**Run 1: signal wires on met3**

Scale bar: 20 microns.
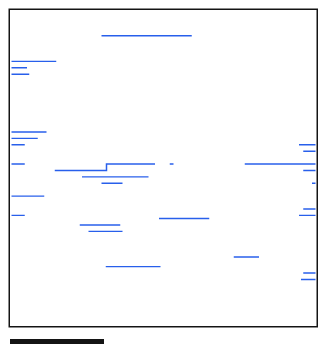
**Run 1: wiring by layer**

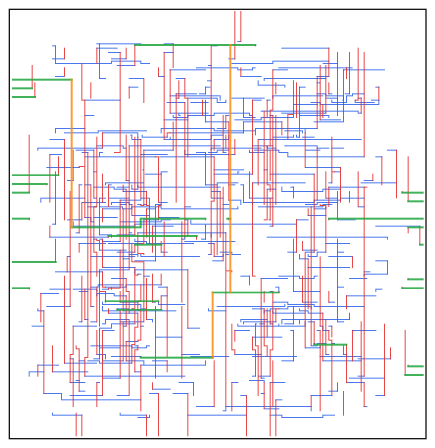
**Run 1: zoomed window**

Region (12, 0) to (52, 40) microns. Cells in gray, sequential cells in the stronger gray; small squares are vias.
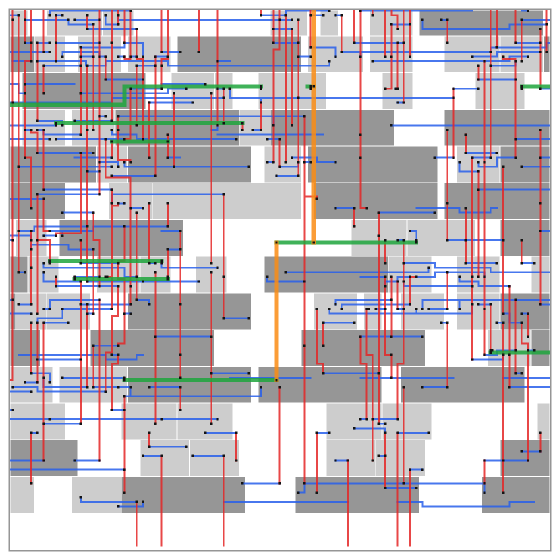
--- src/rtl/spi_responder.sv ---
// spi_responder: SPI slave front-end oversampled in the system clock domain.
// SCK, SS_n and MOSI are synchronised and edge-detected; no logic runs on SCK.
// Ports:
//   i2c_wb_clk_i / i2c_wb_rst_i : system clock, async active-high reset
//   sck_i, ss_n_i, mosi_i       : SPI pins from the master (asynchronous)
//   miso_o, miso_oe_o           : slave data out and its output enable
//   rx_data_o, rx_valid_o       : last received word and one-cycle update strobe
//   tx_data_i, tx_valid_i,
//   tx_ready_o                  : ready/valid holding register for the next TX word
//   tx_underrun_o               : one-cycle strobe, DEFAULT_TX loaded instead of a word
//   busy_o                      : frame active
module spi_responder #(
  parameter int unsigned           DATA_WIDTH  = 8,
  parameter bit                    CPOL        = 1'b0,
  parameter bit                    CPHA        = 1'b0,
  parameter int unsigned           SYNC_STAGES = 2,
  parameter logic [DATA_WIDTH-1:0] DEFAULT_TX  = DATA_WIDTH'(8'hFF)
) (
  input  logic                  i2c_wb_clk_i,
  input  logic                  i2c_wb_rst_i,
  input  logic                  sck_i,
  input  logic                  ss_n_i,
  input  logic                  mosi_i,
  output logic                  miso_o,
  output logic                  miso_oe_o,
  output logic [DATA_WIDTH-1:0] rx_data_o,
  output logic                  rx_valid_o,
  input  logic [DATA_WIDTH-1:0] tx_data_i,
  input  logic                  tx_valid_i,
  output logic                  tx_ready_o,
  output logic                  tx_underrun_o,
  output logic                  busy_o
);

  localparam int unsigned           CNT_W    = $clog2(DATA_WIDTH + 1);
  localparam logic [CNT_W-1:0]      CNT_FULL = CNT_W'(DATA_WIDTH);

  typedef enum logic {
    ST_IDLE,
    ST_ACTIVE
  } state_t;

  // Synchroniser chains; flush_q marks when reset values have drained out.
  logic [SYNC_STAGES-1:0] sck_sync_q, sck_sync_d;
  logic [SYNC_STAGES-1:0] ss_sync_q, ss_sync_d;
  logic [SYNC_STAGES-1:0] mosi_sync_q, mosi_sync_d;
  logic [SYNC_STAGES-1:0] flush_q, flush_d;
  logic                   sck_prev_q, sck_prev_d;

  logic sck_s, ss_n_s, mosi_s, flushed;
  logic lead_edge, trail_edge, sample_edge, shift_edge, word_done;

  state_t                  state_q, state_d;
  logic                    armed_q, armed_d;
  logic [CNT_W-1:0]        bit_cnt_q, bit_cnt_d;
  logic [DATA_WIDTH-1:0]   rx_shift_q, rx_shift_d;
  logic [DATA_WIDTH-1:0]   tx_shift_q, tx_shift_d;
  logic [DATA_WIDTH-1:0]   hold_q, hold_d;
  logic                    tx_ready_q, tx_ready_d;
  logic                    miso_q, miso_d;
  logic                    miso_oe_q, miso_oe_d;
  logic [DATA_WIDTH-1:0]   rx_data_q, rx_data_d;
  logic                    rx_valid_q, rx_valid_d;
  logic                    tx_underrun_q, tx_underrun_d;
  logic                    busy_q, busy_d;
  logic                    load_req;

  assign sck_s   = sck_sync_q[SYNC_STAGES-1];
  assign ss_n_s  = ss_sync_q[SYNC_STAGES-1];
  assign mosi_s  = mosi_sync_q[SYNC_STAGES-1];
  assign flushed = flush_q[SYNC_STAGES-1];

  assign lead_edge   = (sck_prev_q == CPOL) && (sck_s != CPOL);
  assign trail_edge  = (sck_prev_q != CPOL) && (sck_s == CPOL);
  assign sample_edge = CPHA ? trail_edge : lead_edge;
  assign shift_edge  = CPHA ? lead_edge : trail_edge;
  assign word_done   = (bit_cnt_q == CNT_FULL);

  // Synchroniser next-state
  always_comb begin
    sck_sync_d  = {sck_sync_q[SYNC_STAGES-2:0], sck_i};
    ss_sync_d   = {ss_sync_q[SYNC_STAGES-2:0], ss_n_i};
    mosi_sync_d = {mosi_sync_q[SYNC_STAGES-2:0], mosi_i};
    flush_d     = {flush_q[SYNC_STAGES-2:0], 1'b1};
    sck_prev_d  = sck_s;
  end

  // Frame FSM, shift datapath and holding register
  always_comb begin
    state_d       = state_q;
    armed_d       = armed_q;
    bit_cnt_d     = bit_cnt_q;
    rx_shift_d    = rx_shift_q;
    tx_shift_d    = tx_shift_q;
    hold_d        = hold_q;
    tx_ready_d    = tx_ready_q;
    miso_d        = miso_q;
    miso_oe_d     = miso_oe_q;
    rx_data_d     = rx_data_q;
    rx_valid_d    = 1'b0;
    tx_underrun_d = 1'b0;
    busy_d        = busy_q;
    load_req      = 1'b0;

    // A frame may only start after a genuine (post-reset) high on ss_n,
    // so a frame already running across reset is ignored.
    if (flushed && ss_n_s) armed_d = 1'b1;

    case (state_q)
      ST_IDLE: begin
        if (armed_q && !ss_n_s) begin
          state_d    = ST_ACTIVE;
          busy_d     = 1'b1;
          miso_oe_d  = 1'b1;
          bit_cnt_d  = '0;
          rx_shift_d = '0;
          load_req   = !CPHA;
        end
      end

      ST_ACTIVE: begin
        if (word_done) begin
          rx_data_d  = rx_shift_q;
          rx_valid_d = 1'b1;
          bit_cnt_d  = '0;
        end

        if (ss_n_s) begin
          // Frame end wins over any coincident SCK edge
          state_d    = ST_IDLE;
          busy_d     = 1'b0;
          miso_oe_d  = 1'b0;
          miso_d     = 1'b0;
          bit_cnt_d  = '0;
          rx_shift_d = '0;
        end else if (word_done) begin
          load_req = !CPHA;
        end else if (sample_edge) begin
          rx_shift_d = {rx_shift_q[DATA_WIDTH-2:0], mosi_s};
          bit_cnt_d  = CNT_W'(bit_cnt_q + 1'b1);
        end else if (shift_edge) begin
          // At count 0 the word is freshly loaded (CPHA=0) or must load now
          // (CPHA=1); otherwise advance to the next bit. Rotation keeps the
          // register contents intact; only the bit presented on miso matters.
          if (bit_cnt_q == '0) begin
            load_req = CPHA;
          end else begin
            tx_shift_d = {tx_shift_q[DATA_WIDTH-2:0], tx_shift_q[DATA_WIDTH-1]};
            miso_d     = tx_shift_q[DATA_WIDTH-2];
          end
        end
      end
    endcase

    // Load uses the holding register contents from before any same-cycle accept
    if (load_req) begin
      if (!tx_ready_q) begin
        tx_shift_d = hold_q;
        miso_d     = hold_q[DATA_WIDTH-1];
        tx_ready_d = 1'b1;
      end else begin
        tx_shift_d    = DEFAULT_TX;
        miso_d        = DEFAULT_TX[DATA_WIDTH-1];
        tx_underrun_d = 1'b1;
      end
    end

    if (tx_valid_i && tx_ready_q) begin
      hold_d     = tx_data_i;
      tx_ready_d = 1'b0;
    end
  end

  // State registers
  always_ff @(posedge i2c_wb_clk_i or posedge i2c_wb_rst_i) begin
    if (i2c_wb_rst_i) begin
      sck_sync_q    <= {SYNC_STAGES{CPOL}};
      ss_sync_q     <= '1;
      mosi_sync_q   <= '0;
      flush_q       <= '0;
      sck_prev_q    <= CPOL;
      state_q       <= ST_IDLE;
      armed_q       <= 1'b0;
      bit_cnt_q     <= '0;
      rx_shift_q    <= '0;
      tx_shift_q    <= '0;
      hold_q        <= '0;
      tx_ready_q    <= 1'b1;
      miso_q        <= 1'b0;
      miso_oe_q     <= 1'b0;
      rx_data_q     <= '0;
      rx_valid_q    <= 1'b0;
      tx_underrun_q <= 1'b0;
      busy_q        <= 1'b0;
    end else begin
      sck_sync_q    <= sck_sync_d;
      ss_sync_q     <= ss_sync_d;
      mosi_sync_q   <= mosi_sync_d;
      flush_q       <= flush_d;
      sck_prev_q    <= sck_prev_d;
      state_q       <= state_d;
      armed_q       <= armed_d;
      bit_cnt_q     <= bit_cnt_d;
      rx_shift_q    <= rx_shift_d;
      tx_shift_q    <= tx_shift_d;
      hold_q        <= hold_d;
      tx_ready_q    <= tx_ready_d;
      miso_q        <= miso_d;
      miso_oe_q     <= miso_oe_d;
      rx_data_q     <= rx_data_d;
      rx_valid_q    <= rx_valid_d;
      tx_underrun_q <= tx_underrun_d;
      busy_q        <= busy_d;
    end
  end

  assign miso_o        = miso_q;
  assign miso_oe_o     = miso_oe_q;
  assign rx_data_o     = rx_data_q;
  assign rx_valid_o    = rx_valid_q;
  assign tx_ready_o    = tx_ready_q;
  assign tx_underrun_o = tx_underrun_q;
  assign busy_o        = busy_q;

endmodule

--- config.mk ---
export PLATFORM = sky130hd
export DESIGN_NAME = spi_responder
export DESIGN_NICKNAME = d
export VERILOG_FILES = /design/src/rtl/spi_responder.sv
export SDC_FILE = /design/constraint.sdc
export NUM_CORES = 1
export LEC_CHECK = 0
export ABC_AREA = 0
export CAP_MARGIN = 10
export CORE_AREA = 2 2 63 65
export CTS_CLUSTER_SIZE = 16
export DETAILED_ROUTE_END_ITERATION = 10
export DIE_AREA = 0 0 65 67
export PLACE_DENSITY_LB_ADDON = 0.05
export RECOVER_POWER = 50
export SYNTH_ARGS = -nofsm -noshare
export SYNTH_HDL_FRONTEND = slang
export SYNTH_SLANG_ARGS = --single-unit
--- constraint.sdc ---
create_clock -name i2c_wb_clk_i -period 4.01 [get_ports i2c_wb_clk_i]
set_input_delay 0.802 -clock i2c_wb_clk_i [delete_from_list [all_inputs] [get_ports i2c_wb_clk_i]]
set_output_delay 0.802 -clock i2c_wb_clk_i [all_outputs]
set_load 0.1 [all_outputs]
==> impl_metrics.toml, run 1 <==
# synthesis and place-and-route metrics
[final_layout]
nets = 191
final_core_util_pct = 68.7
fin_area_sq_mm = 0.00248
antenna_cells = 0
drive_gt1_share_pct = 6.82
syn2layout_area_growth_pct = 21.7

[setup_path]
crit_type = "reg -> out"
critical_path.max_fanout = 6
crit_buf_inv = 1
cp_cell_sequence = "clkdlybuf4s50_1"
r2r_end = "miso_o$_DFFE_PP0P_"
rr_worst_depth = 6
crit_slowest_cell = "clkdlybuf4s50_1"
reg2reg_from = "bit_cnt_q[0]$_DFFE_PP0P_"
reg2reg_slack_ns = 1.83
critPathTopFamily = "buffers and inverters"
arrival_ns = 2.04
required_ns = 3.21
endpoint_kind = "output pin"
start_kind = "flop"
slowest_delay_ns = 1.15

[floorplanning]
chipArea_sq_mm = 0.00436
fp.dieH_microns = 67
fp.coreArea_sq_mm = 0.00361
fp-utilization_pct = 56.5
rows = 22
die_x_microns = 65

[final_timing]
max_slew_margin_pct = -23.7
rsz0062_at_grt = "no"
finClkSkew_ns = 0.00560
setup_tns_ns = 0
fin_crit_ns = 2.84
fin_ws_ns = 1.17
setup_viol = 0
worst_slew_pin_slew_ns = 1.85
fin_crit_sh_pct = 70.9
slew_violations = 53

[cts]
post_cts_buffers = 0
numClockSinks = 52
cts_tree = "built"
clk_pin_slew_ns = 0.09
h-tree-depth = 2
worstSkewPairLatency_ns = 0.31
post_cts_resized = 0
clock_path_buffers = 2
ctsRootBufferMaster = "clkbuf_8"
hold_buffers = 0

[power_and_ir_drop]
power.total_mw = 1.22
p_leak_nw = 1.10
powerDensity_mw_per_mm2 = 493

[detailed_routing]
drt.antenna.violating_nets = 0
firstDrtPassIters = 4
drc = 0
via_per_inst = 5.56

[outcome]
violations = "max-capacitance violations, max-slew violations"
status = "complete, but fails checks"

[synthesis]
mux_share_pct = 9.34
yosys_cells = 144
synth_nets = 160
yosys.area_share.simple_pct = 7.25
synth-seq-cells = 52
synth.avg_cell_area_sq_um = 14.1
postSynthSeqShare_pct = 64.1
synth_adder_area_share_pct = 1.23
xor_share_pct = 1.29
area_leaders = "dfrtp_1 60%, mux2_1 8.8%, dfstp_2 3.9%, a22o_1 3.4%, a2bb2oi_1 3.0%"
yosysTopAreaCell = "dfrtp_1"
synth_top_area_share_pct = 60.2
ys_types = 37
synth_warnings = 0
ys_sh_aoi_pct = 14.6
syn-cell-area_sq_mm = 0.00204
ys_top_logic_family = "AND-OR/OR-AND gates"
edf_count = 0
async_reset_ff_share_pct = 100
ys.flop_type = "dfrtp_1"
synth-area-yosys_sq_mm = 0.00204

[placed_design]
dp_hpwl_mm = 2.43
place.gp.congestion = 0.833
port_buffers = 27

[global_routing]
grt_remaining_overflow = 0
grt_pass1_vias = 1324
antenna_found_initial = 0
grt_max_degree = 53

[worst_hold_path]
min_from = "flush_q[0]$_DFF_PP0_"
holdPathEnd = "flush_q[1]$_DFF_PP0_"
hold_path_class = "reg -> reg"

[flow_run]
max_cap_violations = 1
openroad.warnings = 27
-- 'signal wires on met3' (at the start) --
main direction	horizontal
wire length on this layer	177 microns
longest straight run	18.9 microns
share of all routed wire	5.2%
nets with wire on the layer	24
GR Layer Usage met3: 6.25%
Total Routed Length: 3.42 mm
vias: 1,245

-- 'wiring by layer' (at the start) --
layer	color	wire length
metal 1	blue	1,510 microns
metal 4	orange	72.1 microns
metal 2	red	1,670 microns
metal 3	green	177 microns
total track usage: 19.3%
Avg WL per Cell: 15.3 microns

-- 'zoomed window' (at the start) --
layer	color
metal 3	green
metal 2	red
metal 1	blue
metal 4	orange
netlist names of flops here include	`tx_shift_q` (7), `rx_shift_q` (6), `rx_data_o` (3)
most frequent	dfrtp_1 (22), a22o_1 (8)
cells with their middle in the window	76
sequential cells in the window	23

[run 1: through the flow]
step	hold WS (ns)	cells
6_report	0.356	224
5_1_grt	0.364	224
4_1_cts	0.359	224
3_5_place_dp	0.338	216
3_3_place_gp	0.332	216
2_1_floorplan	0.331	144
[run 1: worst register-to-register path: cells and delay by family, from the launching register on]
kind | cells | cell delay [ns]
compound gates | 3 | 0.82
buf+inv | 1 | 0.10
simple gates | 1 | 0.54
fa+ha+maj | 1 | 0.21
flops | 1 | 0.41
[run 1: layout make-up]
class / count / area, sq um
Inverter: 5 / 18.8
Timing Repair Buffer: 27 / 270
Fill cell: 274 / 1130
Tap cell: 48 / 60.1
Multi-Input combinational cell: 84 / 687
Clock buffer: 5 / 68.8
Clock inverter: 3 / 68.8
Sequential cell: 52 / 1310
[run 1: power by group]
| group | internal (mW) | switching (mW) | total, mW | leakage [nW] |
|---|---|---|---|---|
| Combinational | 0.0726 | 0.101 | 0.173 | 0.390 |
| Clock | 0.251 | 0.174 | 0.425 | 0.0687 |
| Sequential | 0.585 | 0.0393 | 0.624 | 0.642 |
[run 1: synth_stat cells, types with 2 or more instances]
cell type,n
a22o_1,8
a2bb2oi_1,7
dfrtp_1,49
dfstp_2,3
ha_1,2
inv_1,4
mux2_1,16
nand2_1,3
nand2b_1,3
nor2_1,6
nor2b_1,6
o21ai_1,2
o22a_1,3
o22ai_1,8
xor2_1,2
[run 1: worst max-delay path by stage]
stage / startpoint / end / slack [ns] / depth (start not counted)
3_3_place_gp: tx_ready_o$_DFFE_PP1P_ / tx_ready_o / 1.52 / 1
5_1_grt: i2c_wb_rst_i / bit_cnt_q[3]$_DFFE_PP0P_ / 0.97 / 2
3_5_place_dp: tx_ready_o$_DFFE_PP1P_ / tx_ready_o / 1.50 / 1
4_1_cts: tx_ready_o$_DFFE_PP1P_ / tx_ready_o / 1.14 / 1
6_report: tx_ready_o$_DFFE_PP1P_ / tx_ready_o / 1.17 / 1
2_1_floorplan: busy_o$_DFFE_PP0P_ / miso_oe_o / 1.85 / 1
[run 1: metal layers]
metal	global-route usage, %	share of wire (%)	vias up
met5	0	0	-
met4	9.57	2.1	0
met3	6.25	5.1	7
met2	30.3	49	34
met1	24.0	44	622
li1	-	-	582
[run 1: flip-flops by register name (all words and copies together), names as in the netlist]
name / flops
armed_q: 1
bit_cnt_q: 4
busy_o: 1
flush_q: 2
hold_q: 8
miso_o: 1
mosi_sync_q: 2
rx_data_o: 8
rx_shift_q: 8
rx_valid_o: 1
sck_prev_q: 1
sck_sync_q: 2
ss_sync_q: 2
state_q: 1
tx_ready_o: 1
tx_shift_q: 8
tx_underrun_o: 1
[run 1: placed cells by master, fill, tap and decap left out, drive strengths merged, types with 2 or more instances in the layout]
cell type / instances
dfrtp: 49
clkdlybuf4s50: 22
mux2: 16
a22o: 8
o22ai: 8
nor2: 7
a2bb2oi: 7
nor2b: 6
inv: 6
clkbuf: 5
dlygate4sd3: 5
nand2: 3
nand2b: 3
o22a: 3
dfstp: 3
xor2: 2
ha: 2
bufinv: 2
o21ai: 2
o21bai: 2
**Run 1: cell placement**

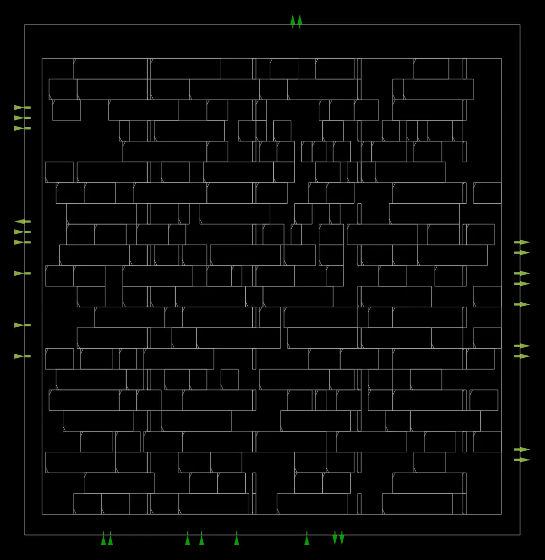

==> run 2, diff against run 1 <==
--- a/config.mk
+++ b/config.mk
@@ -7,10 +7,10 @@
 export LEC_CHECK = 0
 export ABC_AREA = 0
 export CAP_MARGIN = 10
-export CORE_AREA = 2 2 63 65
+export CORE_AREA = 2 2 69 71
 export CTS_CLUSTER_SIZE = 16
 export DETAILED_ROUTE_END_ITERATION = 10
-export DIE_AREA = 0 0 65 67
+export DIE_AREA = 0 0 71 73
 export PLACE_DENSITY_LB_ADDON = 0.05
 export RECOVER_POWER = 50
 export SYNTH_ARGS = -nofsm -noshare
==> constraint.sdc (replaced) <==
create_clock -name i2c_wb_clk_i -period 2.3 [get_ports i2c_wb_clk_i]
set_input_delay 0.46 -clock i2c_wb_clk_i [delete_from_list [all_inputs] [get_ports i2c_wb_clk_i]]
set_output_delay 0.46 -clock i2c_wb_clk_i [all_outputs]
set_load 0.1 [all_outputs]
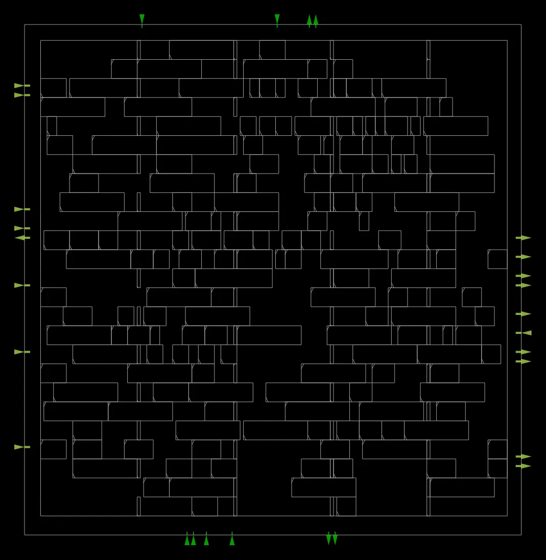
**Above:** run 2 (cell placement).
Layout fillers: 381
post-layout util: 54.6%

==> run 2 against run 1 <==
Against the previous run: the flow now finishes without violations; combinational power up 72%; worst hold slack got worse by 0.00099 ns; routed wire length grew 2.2%; utilization decreased by 14 points; sequential share of layout area about the same; critical path type is now reg -> reg; critical endpoint is now miso_o$_DFFE_PP0P_.
==> impl_metrics.toml, run 2 <==
# synthesis and place-and-route metrics
[final_timing]
fin_crit_ns = 1.79
worst_hold_slack_ns = 0.355
max_freq_ghz = 0.559
max_slew_margin_pct = 45.5
hold_viol_final = 0
finClkSkew_ns = 0.00789
rsz0062_at_grt = "no"
setup_viol = 0
worst_slew_pin_slew_ns = 0.816
setup_tns_ns = 0
fin_crit_sh_pct = 77.8
slew_violations = 0

[detailed_routing]
routed_wl_mm = 3.50
drc = 0
wirelength_met1_mm = 1.64
top_layer = "met4"
num_vias = 1221
wl_met2_mm = 1.65
firstDrtPassIters = 4
wl_per_cell_microns = 15.0
wl_met3_microns = 144
first_iter_violations = 53
drt.antenna.violating_nets = 0
via_per_inst = 5.22

[floorplanning]
chipArea_sq_mm = 0.00518
ios = 28
die_x_microns = 71
fp.dieH_microns = 73
fp-utilization_pct = 44.9
fp.coreArea_sq_mm = 0.00454
rows = 25

[synthesis]
synth-seq-cells = 52
postSynthSeqShare_pct = 64.1
synth_nets = 160
syn_inst = 144
synth_top_area_share_pct = 60.2
yosysTopAreaCell = "dfrtp_1"
yosys.cell_count.top_type = "dfrtp_1"
async_reset_ff_share_pct = 100
synth.avg_cell_area_sq_um = 14.1
synth-area-yosys_sq_mm = 0.00204
edf_count = 0
ys_types = 37
synth.top_cells.by_count = "49 x dfrtp_1, 16 x mux2_1, 8 x a22o_1, 8 x o22ai_1, 7 x a2bb2oi_1"
syn-cell-area_sq_mm = 0.00204
area_leaders = "dfrtp_1 60%, mux2_1 8.8%, dfstp_2 3.9%, a22o_1 3.4%, a2bb2oi_1 3.0%"
synth_warnings = 0
ys.flop_type = "dfrtp_1"
yosys_cells = 144

[setup_path]
endpoint_kind = "flop"
critical_path.max_fanout = 9
required_ns = 2.49
crit_type = "reg -> reg"
start_kind = "flop"
arrival_ns = 1.98

[flow_run]
openroad.warnings = 27
max_cap_violations = 0

[cts]
post_cts_buffers = 0
hold_buffers = 0
clk_pin_slew_ns = 0.09
post_cts_resized = 0
numClockSinks = 52
cts_buffers = 5
ctsRootBufferMaster = "clkbuf_8"
h-tree-depth = 2
clock_path_buffers = 2
cts_tree = "built"
worstSkewPairLatency_ns = 0.30

[final_layout]
drive_gt1_share_pct = 17.2
final-seq-area_sq_mm = 0.00131
logic_area_sq_um = 689
syn2layout_area_growth_pct = 21.6
lay_top_cells = "49 x dfrtp_1, 16 x mux2_1, 16 x buf_4"
nets = 195
lay_top_count = "dfrtp_1"
antenna_cells = 0

[power_and_ir_drop]
p_leak_nw = 1.14
ir_worst_vdd_v = 0.000558
powerDensity_mw_per_mm2 = 856

[global_routing]
antenna_found_initial = 0
grt_remaining_overflow = 0
grt_pass1_wl_mm = 6.20
grt_pass1_vias = 1298
grt_max_degree = 24
gr-usage-all-layers_pct = 15.5

[placed_design]
place.gp.congestion = 0.770
dp_hpwl_mm = 2.51
port_buffers = 27

[worst_hold_path]
hold_path_class = "reg -> reg"

[outcome]
status = "completed"
## run 2: routing by layer
| metal | up-vias | track usage, % |
|---|---|---|
| met5 | - | 0 |
| met4 | 0 | 7.55 |
| met3 | 5 | 3.59 |
| met2 | 27 | 24.4 |
| met1 | 592 | 20.3 |
| li1 | 597 | - |
## run 2: layout make-up
type / instances / share of cell area, %
Clock buffer: 5 / 2.78
Timing Repair Buffer: 31 / 10.5
Clock inverter: 3 / 2.78
Sequential cell: 52 / 52.7
Tap cell: 54 / 2.73
Multi-Input combinational cell: 84 / 27.8
Inverter: 5 / 0.758
## run 2: where the power goes
group | internal, mW | switching (mW)
logic | 0.124 | 0.174
clock network | 0.438 | 0.297
registers | 1.02 | 0.0669
## run 2: stage by stage
| stage | cells | power (mW) | worst slack, ns | area (sq um) |
|---|---|---|---|---|
| floorplan | 144 | 1.32 | 0.484 | 2040 |
| global placement | 226 | 1.40 | 0.580 | 2360 |
| detailed placement | 226 | 1.42 | 0.530 | 2360 |
| CTS | 234 | 2.16 | 0.516 | 2500 |
| global route | 234 | 2.22 | 0.245 | 2480 |
| finish | 234 | 2.12 | 0.512 | 2480 |
## run 2: final timing paths
check	start	end	slack [ns]	cells past startpoint
max	bit_cnt_q[0]$_DFFE_PP0P_	miso_o$_DFFE_PP0P_	0.51	6
min	flush_q[0]$_DFF_PP0_	flush_q[1]$_DFF_PP0_	0.36	0
max reg2reg	bit_cnt_q[0]$_DFFE_PP0P_	miso_o$_DFFE_PP0P_	0.51	6
min reg2reg	flush_q[0]$_DFF_PP0_	flush_q[1]$_DFF_PP0_	0.36	0
max in group asynchronous	i2c_wb_rst_i	mosi_sync_q[1]$_DFF_PP0_	0.52	3
min in group asynchronous	i2c_wb_rst_i	tx_shift_q[6]$_DFFE_PP0P_	0.75	2
## run 2: cells by family after synthesis
logic type | synth area share [%]
DFF | 64.1
AOI/OAI and AO/OA | 14.6
and+or+nand+nor | 7.25
muxes | 9.34
buffers and inverters | 2.09
xor gates and xnor gates | 1.29
adders and majority gates | 1.23
other | 0.184
## run 2: worst max-delay path, cell delays in order, from the launching register on
cell	delay (ns)
dfrtp_1	0.41
inv_1	0.09
ha_1	0.18
and4b_1	0.29
o21bai_2	0.17
o22a_1	0.24
a221o_1	0.30
**Run 2: signal wires on met3**

Scale bar: 20 microns.
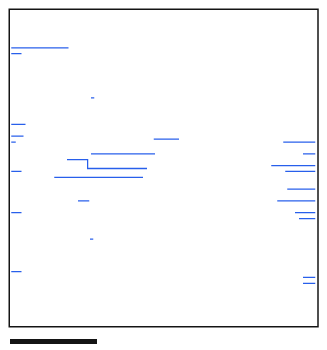

==> run 3, diff against run 2 <==
--- a/config.mk
+++ b/config.mk
@@ -7,10 +7,10 @@
 export LEC_CHECK = 0
 export ABC_AREA = 0
 export CAP_MARGIN = 10
-export CORE_AREA = 2 2 69 71
+export CORE_AREA = 2 2 65 67
 export CTS_CLUSTER_SIZE = 16
 export DETAILED_ROUTE_END_ITERATION = 10
-export DIE_AREA = 0 0 71 73
+export DIE_AREA = 0 0 67 69
 export PLACE_DENSITY_LB_ADDON = 0.05
 export RECOVER_POWER = 50
 export SYNTH_ARGS = -nofsm -noshare
==> constraint.sdc (replaced) <==
create_clock -name i2c_wb_clk_i -period 1.75 [get_ports i2c_wb_clk_i]
set_input_delay 0.35 -clock i2c_wb_clk_i [delete_from_list [all_inputs] [get_ports i2c_wb_clk_i]]
set_output_delay 0.35 -clock i2c_wb_clk_i [all_outputs]
set_load 0.1 [all_outputs]
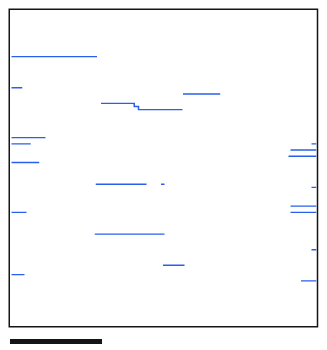
**Above:** run 3 (signal wires on met3).
Scale bar: 20 microns.
longest straight run	18.4 microns
wire length on this layer	127 microns
share of all routed wire	3.4%
main direction	horizontal
Total Routed Length: 3.68 mm
GR Layer Usage met3: 5.06%
vias: 1,283

==> run 3 against run 2 <==
Against the previous run: register-to-register slack worse by 0.48 ns; utilization is 13 points higher; cell count stayed put; synthesized cell count is the same; clock skew shrank 0.0025 ns; clock power shrank 7.8%; critical endpoint unchanged; worst hold slack gained 0.0018 ns; setup slack worse by 0.48 ns.
==> impl_metrics.toml, run 3 <==
# synthesis and place-and-route metrics
[final_layout]
final-seq-area_sq_mm = 0.00131
fin_cells = 234
final_core_util_pct = 67.3
antenna_cells = 0
nets = 199
fin_area_sq_mm = 0.00264
syn2layout_area_growth_pct = 29.4
lay_top_cells = "49 x dfrtp_1, 16 x mux2_1, 14 x buf_12"
lay_top_count = "dfrtp_1"
fill_cells = 308
drive_gt1_share_pct = 20.1
logic_area_sq_um = 693

[detailed_routing]
via_per_inst = 5.48
first_iter_violations = 46
drc = 0
drt.antenna.violating_nets = 0
wl_per_cell_microns = 15.7
firstDrtPassIters = 4

[floorplanning]
ios = 28
fp.dieH_microns = 69
die_x_microns = 67
chipArea_sq_mm = 0.00462
fp.coreArea_sq_mm = 0.00391
fp-utilization_pct = 52.0
rows = 23

[placed_design]
placedCellCount = 226
port_buffers = 27
dp_hpwl_mm = 2.78
dpl-instance-area_sq_mm = 0.00256
place.gp.congestion = 0.839

[flow_run]
max_cap_violations = 0
openroad.warnings = 28

[synthesis]
yosys_cells = 144
synth_top_area_share_pct = 60.2
edf_count = 0
synth-area-yosys_sq_mm = 0.00204
ys_types = 37
synth.top_cells.by_count = "49 x dfrtp_1, 16 x mux2_1, 8 x a22o_1, 8 x o22ai_1, 7 x a2bb2oi_1"
syn-cell-area_sq_mm = 0.00204
synth.avg_cell_area_sq_um = 14.1
postSynthSeqShare_pct = 64.1
syn_inst = 144
area_leaders = "dfrtp_1 60%, mux2_1 8.8%, dfstp_2 3.9%, a22o_1 3.4%, a2bb2oi_1 3.0%"
async_reset_ff_share_pct = 100
synth-seq-cells = 52
yosys.cell_count.top_type = "dfrtp_1"
synth_nets = 160
yosysTopAreaCell = "dfrtp_1"
ys.flop_type = "dfrtp_1"
synth_warnings = 0

[setup_path]
critPathTopFamily = "simple AND/OR/NAND/NOR gates"
crit_slowest_cell = "dfrtp_1"
cp_cell_sequence = "inv_1, ha_1, and4b_2, nor2_2, a21oi_4, a221o_1"
slowest_delay_ns = 0.38
required_ns = 1.94
start_kind = "flop"
crit_buf_inv = 1
arrival_ns = 1.91
reg2reg_slack_ns = 0.03
crit_type = "reg -> reg"
critical_path.max_fanout = 9
endpoint_kind = "flop"

[final_timing]
max_slew_margin_pct = 52.4
finClkSkew_ns = 0.00537
setup_viol = 0
setup_tns_ns = 0
slew_violations = 0
fin_crit_sh_pct = 98.4
max_freq_ghz = 0.581
rsz0062_at_grt = "yes"
fin_crit_ns = 1.72
worst_slew_pin_slew_ns = 0.714
hold_viol_final = 0

[global_routing]
grt_pass1_wl_mm = 6.53
grt_pass1_vias = 1382
gr-usage-all-layers_pct = 18.6
antenna_found_initial = 0
grt_remaining_overflow = 0
grt_max_degree = 25

[worst_hold_path]
hold_path_class = "reg -> reg"

[power_and_ir_drop]
p_leak_nw = 1.18
ir_worst_vdd_v = 0.000598
powerDensity_mw_per_mm2 = 970

[cts]
h-tree-depth = 2
worstSkewPairLatency_ns = 0.30
ctsRootBufferMaster = "clkbuf_8"
clk_pin_slew_ns = 0.09
clock_path_buffers = 2
numClockSinks = 52
cts_tree = "built"
cts_buffers = 5

[outcome]
status = "completed"
[run 3: cell counts after synthesis]
Identical to the previous run, type by type.
[run 3: area by class of cell]
cell class | instances | share of cell area, %
Clock buffer | 8 | 3.42
Inverter | 5 | 0.712
Multi-Input combinational cell | 84 | 26.3
Sequential cell | 52 | 49.5
Tap cell | 50 | 2.37
Timing Repair Buffer | 35 | 17.7
[run 3: logic make-up (layout without fill, tap and decap cells)]
logic type,after synthesis,count (layout),synth area share [%]
compound gates,36,36,14.6
xor+xnor,3,3,1.29
fa+ha+maj,2,2,1.23
buf+inv,8,48,2.09
flops,52,52,64.1
mux,17,17,9.34
other cells,1,1,0.184
simple gates,25,25,7.25
[run 3: timing repair]
item                                    in CTS  in global routing
setup buffers                                0                  0
hold buffers                                 0                  0
gates resized                                0                  2
endpoints found under the setup margin       0                 23
[run 3: worst paths after layout]
check,startpoint,endpoint,cells past startpoint
hold / removal,flush_q[0]$_DFF_PP0_,flush_q[1]$_DFF_PP0_,0
setup / recovery,bit_cnt_q[0]$_DFFE_PP0P_,miso_o$_DFFE_PP0P_,6
min in group asynchronous,i2c_wb_rst_i,state_q$_DFF_PP0_,2
setup reg to reg,bit_cnt_q[0]$_DFFE_PP0P_,miso_o$_DFFE_PP0P_,6
max in group asynchronous,i2c_wb_rst_i,rx_data_o[1]$_DFFE_PP0P_,3
hold reg to reg,flush_q[0]$_DFF_PP0_,flush_q[1]$_DFF_PP0_,0
[run 3: layer usage]
metal / vias to the layer above / track usage (%) / wire length, microns
li1: 604 / - / -
met1: 650 / 23.8 / 1600
met2: 23 / 29.8 / 1890
met3: 6 / 5.06 / 126
met4: 0 / 6.80 / 61
met5: - / 0 / 0
[run 3: metrics by stage]
step / setup WS [ns] / hold WS, ns / power [mW]
after global placement: 0.104 / 0.333 / 1.89
final: 0.0281 / 0.357 / 2.56
after global routing: -0.0828 / 0.364 / 2.70
after CTS: 0.0156 / 0.359 / 2.60
after floorplan: 0.0441 / 0.331 / 1.73
after detailed placement: 0.0548 / 0.339 / 1.91
[run 3: power breakdown]
group / internal, mW / switching (mW)
registers: 1.34 / 0.0980
logic: 0.207 / 0.232
clock network: 0.323 / 0.355
total: 1.87 / 0.684
No activity file was given, so power comes from the tool's default toggle rates.
